Figure 1. The metal 2 layer.
Scale bar: 20 um.
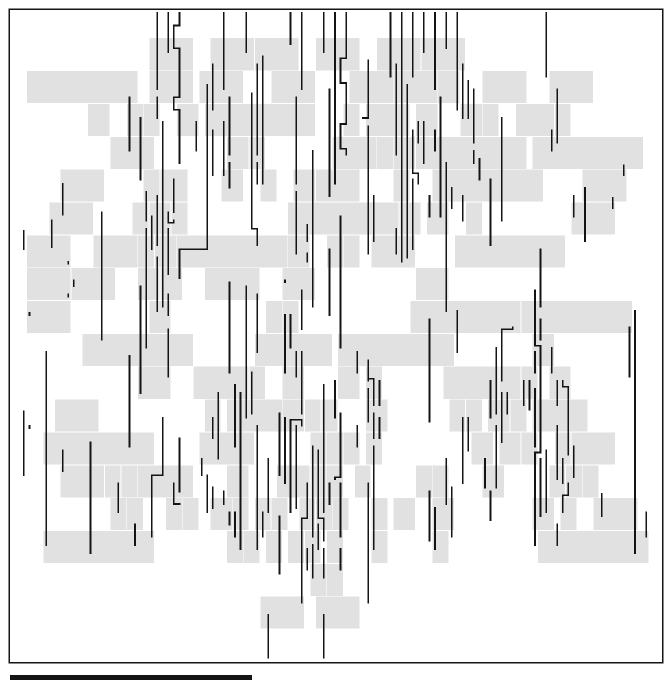
Figure 2. Cell sizes after repair.
Scale bar: 20 um.
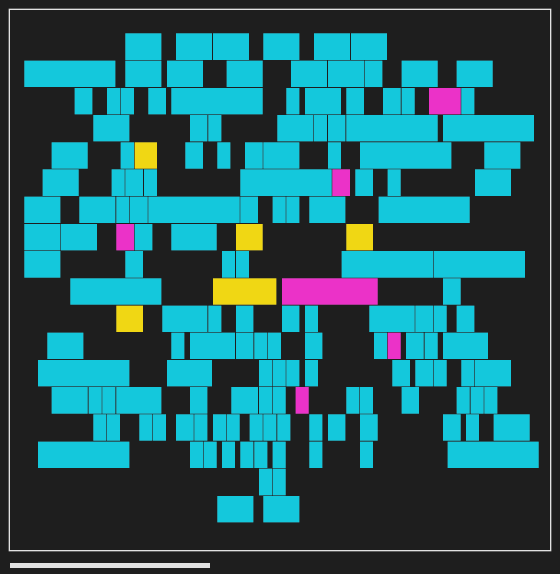
Figure 3. Metal layers overlaid.
Two of the layers only.
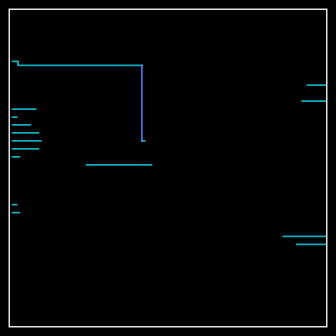
Figure 4. Track usage over the die.
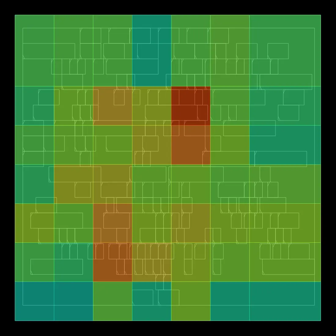
$ cat src/rtl/rr_arbiter_2to1_pkg.sv
// Shared constants for the two-port round-robin FIFO arbiter.
// The state codes double as the one-hot grant encoding.
package rr_arbiter_2to1_pkg;

    localparam logic [1:0] ST_IDLE = 2'b00;
    localparam logic [1:0] ST_G0   = 2'b01;
    localparam logic [1:0] ST_G1   = 2'b10;

    localparam int DEFAULT_DATA_WIDTH = 8;

    function automatic logic [1:0] grant_state(input logic port);
        return port ? ST_G1 : ST_G0;
    endfunction

endpackage

$ cat src/rtl/rr_arbiter_2to1.sv
// Round-robin burst scheduler popping two FWFT FIFOs into one registered output.
// Pops are combinational from the state register; data_out/valid_out lag a pop by one cycle.
module rr_arbiter_2to1
    import rr_arbiter_2to1_pkg::*;
#(
    parameter int DATA_WIDTH = DEFAULT_DATA_WIDTH,
    parameter int BURST_LEN  = 4
) (
    input  logic                  clk,
    input  logic                  reset_L,
    input  logic [DATA_WIDTH-1:0] data_in_0,
    input  logic                  empty_0,
    input  logic [DATA_WIDTH-1:0] data_in_1,
    input  logic                  empty_1,
    input  logic                  almost_full_out,
    output logic                  pop_0,
    output logic                  pop_1,
    output logic [DATA_WIDTH-1:0] data_out,
    output logic                  valid_out,
    output logic [1:0]            grant
);

    localparam int CNT_W = $clog2(BURST_LEN + 1);
    localparam logic [CNT_W-1:0] CNT_LAST = CNT_W'(BURST_LEN);

    logic [1:0]       state;
    logic [1:0]       state_nxt;
    logic [CNT_W-1:0] cnt;
    logic [CNT_W-1:0] cnt_nxt;
    logic [CNT_W-1:0] cnt_inc;
    logic             last;
    logic             last_nxt;
    logic             own_sel;
    logic             own_empty;
    logic             other_empty;

    // Both grant states share one code path; own_sel names the port being served.
    assign own_sel     = (state == ST_G1);
    assign own_empty   = own_sel ? empty_1 : empty_0;
    assign other_empty = own_sel ? empty_0 : empty_1;
    assign cnt_inc     = cnt + 1'b1;

    assign pop_0 = (state == ST_G0) && !empty_0 && !almost_full_out;
    assign pop_1 = (state == ST_G1) && !empty_1 && !almost_full_out;
    assign grant = state;

    always_comb begin
        state_nxt = state;
        cnt_nxt   = cnt;
        last_nxt  = last;
        case (state)
            ST_IDLE: begin
                cnt_nxt = '0;
                if (!empty_0 && !empty_1) begin
                    state_nxt = last ? ST_G0 : ST_G1;
                end else if (!empty_0) begin
                    state_nxt = ST_G0;
                end else if (!empty_1) begin
                    state_nxt = ST_G1;
                end
            end
            ST_G0, ST_G1: begin
                // Backpressure freezes the burst, so the count survives a stall.
                if (!almost_full_out) begin
                    if (own_empty) begin
                        cnt_nxt = '0;
                        if (!other_empty) begin
                            state_nxt = grant_state(!own_sel);
                        end else begin
                            state_nxt = ST_IDLE;
                            last_nxt  = own_sel;
                        end
                    end else begin
                        last_nxt = own_sel;
                        if (cnt_inc == CNT_LAST) begin
                            cnt_nxt = '0;
                            if (!other_empty) begin
                                state_nxt = grant_state(!own_sel);
                            end
                        end else begin
                            cnt_nxt = cnt_inc;
                        end
                    end
                end
            end
            default: begin
                state_nxt = ST_IDLE;
                cnt_nxt   = '0;
            end
        endcase
    end

    always_ff @(posedge clk or negedge reset_L) begin
        if (!reset_L) begin
            state <= ST_IDLE;
            cnt   <= '0;
            last  <= 1'b1;
        end else begin
            state <= state_nxt;
            cnt   <= cnt_nxt;
            last  <= last_nxt;
        end
    end

    always_ff @(posedge clk or negedge reset_L) begin
        if (!reset_L) begin
            data_out  <= '0;
            valid_out <= 1'b0;
        end else begin
            valid_out <= pop_0 | pop_1;
            if (pop_0) begin
                data_out <= data_in_0;
            end else if (pop_1) begin
                data_out <= data_in_1;
            end
        end
    end

endmodule
$ cat config.mk
export PLATFORM = sky130hd
export DESIGN_NAME = rr_arbiter_2to1
export DESIGN_NICKNAME = d
export VERILOG_FILES = /design/src/rtl/rr_arbiter_2to1_pkg.sv /design/src/rtl/rr_arbiter_2to1.sv
export SDC_FILE = /design/constraint.sdc
export NUM_CORES = 1
export LEC_CHECK = 0
export ABC_AREA = 1
export CORE_UTILIZATION = 35
export CTS_CLUSTER_DIAMETER = 80
export DETAILED_ROUTE_END_ITERATION = 7
export HOLD_SLACK_MARGIN = 0.06
export PLACE_DENSITY_LB_ADDON = 0.08
export RECOVER_POWER = 100
export SYNTH_ARGS = -nofsm -noshare
export SYNTH_HDL_FRONTEND = slang
export SYNTH_SLANG_ARGS = --single-unit
$ cat constraint.sdc
create_clock -name clk -period 4.6 [get_ports clk]
set_clock_uncertainty 0.15 [all_clocks]
set_input_delay 0.46 -clock clk [delete_from_list [all_inputs] [get_ports clk]]
set_output_delay 0.46 -clock clk [all_outputs]
set_load 0.02 [all_outputs]
==> run notes <==
yosys + openroad results -> Max Clock Freq 373.2 MHz, flip-flops with a built-in enable 0, OpenROAD warnings 31, clk buf depth 2, placed insts 186, Nets 189, Routed Antenna Nets 0, Iter 0 DRT Violations 19, RSZ-0062 raised after global routing false, FF-to-FF End data_out[0]$_DFFE_PN0P_, min-delay worst type flop to flop, Arrival @ worst endpoint 2.07 ns, P_leak 0.6525 nW, Setup CP Type input pin to output pin, grt ovf 0, Yosys chip area 945.9 um^2, DRC viols 0, Peak VDD IR 0.0002987 V, Crit path depth 5, die width 53.99 um, Mean Syn Cell Area 7.690 um^2, postcts setup bufs 0, Synth top area share 37.04%, xor/xnor cell area share of the yosys netlist 0%, Post-Layout Cell Count 190, pin count of the biggest net entering global routing 16, Worst Path Buf+Inv 4, setup ws final 1.920 ns, Slew Limit Fails 0, vias in the first global route 819, Final min period 2.680 ns, pin slew with the least headroom to its limit 0.6929 ns, count leader, synth nand2_1, crit path cell chain clkdlybuf4s50_1 -> inv_2 -> nand3_4 -> inv_4 -> dlygate4sd3_1, CTS sink count 15, CTS tree built, Net Count, Synth 151, fillers 267, core area 2522 um^2, reg2reg start grant[0]$_DFFE_PN0P_, CP max FO 10, Most common reg cell dfrtp_1, comb area leader simple AND/OR/NAND/NOR gates, outcome finished clean, Initial Util 37.50%, Seq share, synth 39.81%, final hold vios 0, Yosys reg bits 15, crit start category input pin, worst path required time 3.99 ns, Hold Path Sink data_out[6]$_DFFE_PN0P_, period utilization 58.26%, number of port buffers 33, depth of the CTS H-tree 1, critical hold path startpoint data_out[6]$_DFFE_PN0P_, Worst setup startpoint almost_full_out, Num CTS Buffers 3, most frequent cells after synthesis nand2_1 (41), dfrtp_1 (14), inv_1 (12), nand3_1 (10), o21ai_1 (8), Clock Tree Root clkbuf_4, Hold WS 0.3379 ns, Register-to-Register Path Depth 7, crit-path max cell delay 0.68 ns, relative slew slack 53.66%, I/O pins 34, initial antenna violation count 0, layout cells sized above 1 6.875%, Cell Type Count 18, CP top delay family buffers and inverters, CTS Hold Bufs 0, mux frac, synth 0%, Yosys Instances 123, post-place setup slack 1.975 ns, final setup vio count 0, Mapped Area 945.9 um^2, R2R setup slack 2.61 ns, routability cong. 0.7330
-- Figure 1 (at the start) --
share of all routed wire: 44%
main direction: vertical
routed wire length: 2108 um
via count: 884
GRT met2 Usage: 25.31%

-- Figure 2 (at the start) --
| colour | size | cells | share |
|---|---|---|---|
| cyan | _0 and _1 cells | 149 | 93% |
| yellow | _3 and _4 cells | 5 | 3.1% |
| magenta | _2 cells | 6 | 3.8% |
design area: 1304 um^2
Area growth, synth to finish: 37.83%

-- Figure 3 (at the start) --
| colour | layer | wire length |
|---|---|---|
| cyan | metal 3 | 77.0 um |
| blue | metal 4 | 12.9 um |
Tot GR Track Use: 16.52%
wire per inst: 11.09 um

-- Figure 4 (at the start) --
post-layout util: 51.69%
GRT busiest layer: met2
grt met3 use: 5.085%
GR Util met1: 22.56%

per-layer routing:
metal | GRT usage (%) | part of all wire, % | up-vias
met5 | 0 | 0 | -
met4 | 3.846 | 0.57 | 0
met3 | 5.085 | 3.7 | 2
met2 | 25.31 | 44 | 16
met1 | 22.56 | 51 | 398
li1 | - | - | 468
state kept, by name (all words and copies together), names as in the netlist:
name / cells
data_out: 8
cnt: 3
grant: 2
last: 1
valid_out: 1
per-stage QoR:
stage / total power, mW / utilization (%)
4_1_cts: 0.7235 / 53.17
5_1_grt: 0.7371 / 51.69
2_1_floorplan: 0.4848 / -
3_3_place_gp: 0.6384 / 52.08
6_report: 0.6690 / 51.69
3_5_place_dp: 0.6416 / 52.08
final cells by class:
cell class | count | area, um^2 | share of cell area, %
Sequential cell | 15 | 376.6 | 28.89
Tap cell | 30 | 37.54 | 2.879
Clock buffer | 3 | 22.52 | 1.727
Multi-Input combinational cell | 92 | 467.9 | 35.89
Timing Repair Buffer | 33 | 330.3 | 25.34
Clock inverter | 1 | 5.005 | 0.3839
Inverter | 16 | 63.81 | 4.894
layout by cell type (no fill, tap or decap):
cell,n
nor2_1,8
ha_1,7
o211ai_1,1
clkbuf_4,3
inv_1,12
nand3_4,1
a21oi_1,4
dfrtp_1,14
nand3_1,10
nand2_1,43
clkinvlp_2,1
o21ai_2,1
dfstp_2,1
o21ai_1,6
clkdlybuf4s50_1,19
clkinv_2,1
inv_4,1
inv_2,2
dlygate4sd3_1,14
o21ai_0,11
power by group:
group | switching, mW | total [mW] | internal (mW)
Sequential | 0.0352 | 0.220 | 0.185
Combinational | 0.220 | 0.372 | 0.152
Clock | 0.0439 | 0.0761 | 0.0323
logic make-up after synthesis:
group | after synthesis
DFF | 15
buffers and inverters | 16
AOI/OAI and AO/OA | 23
adders and majority gates | 7
and+or+nand+nor | 62
Power and IR drop assume default switching activity.
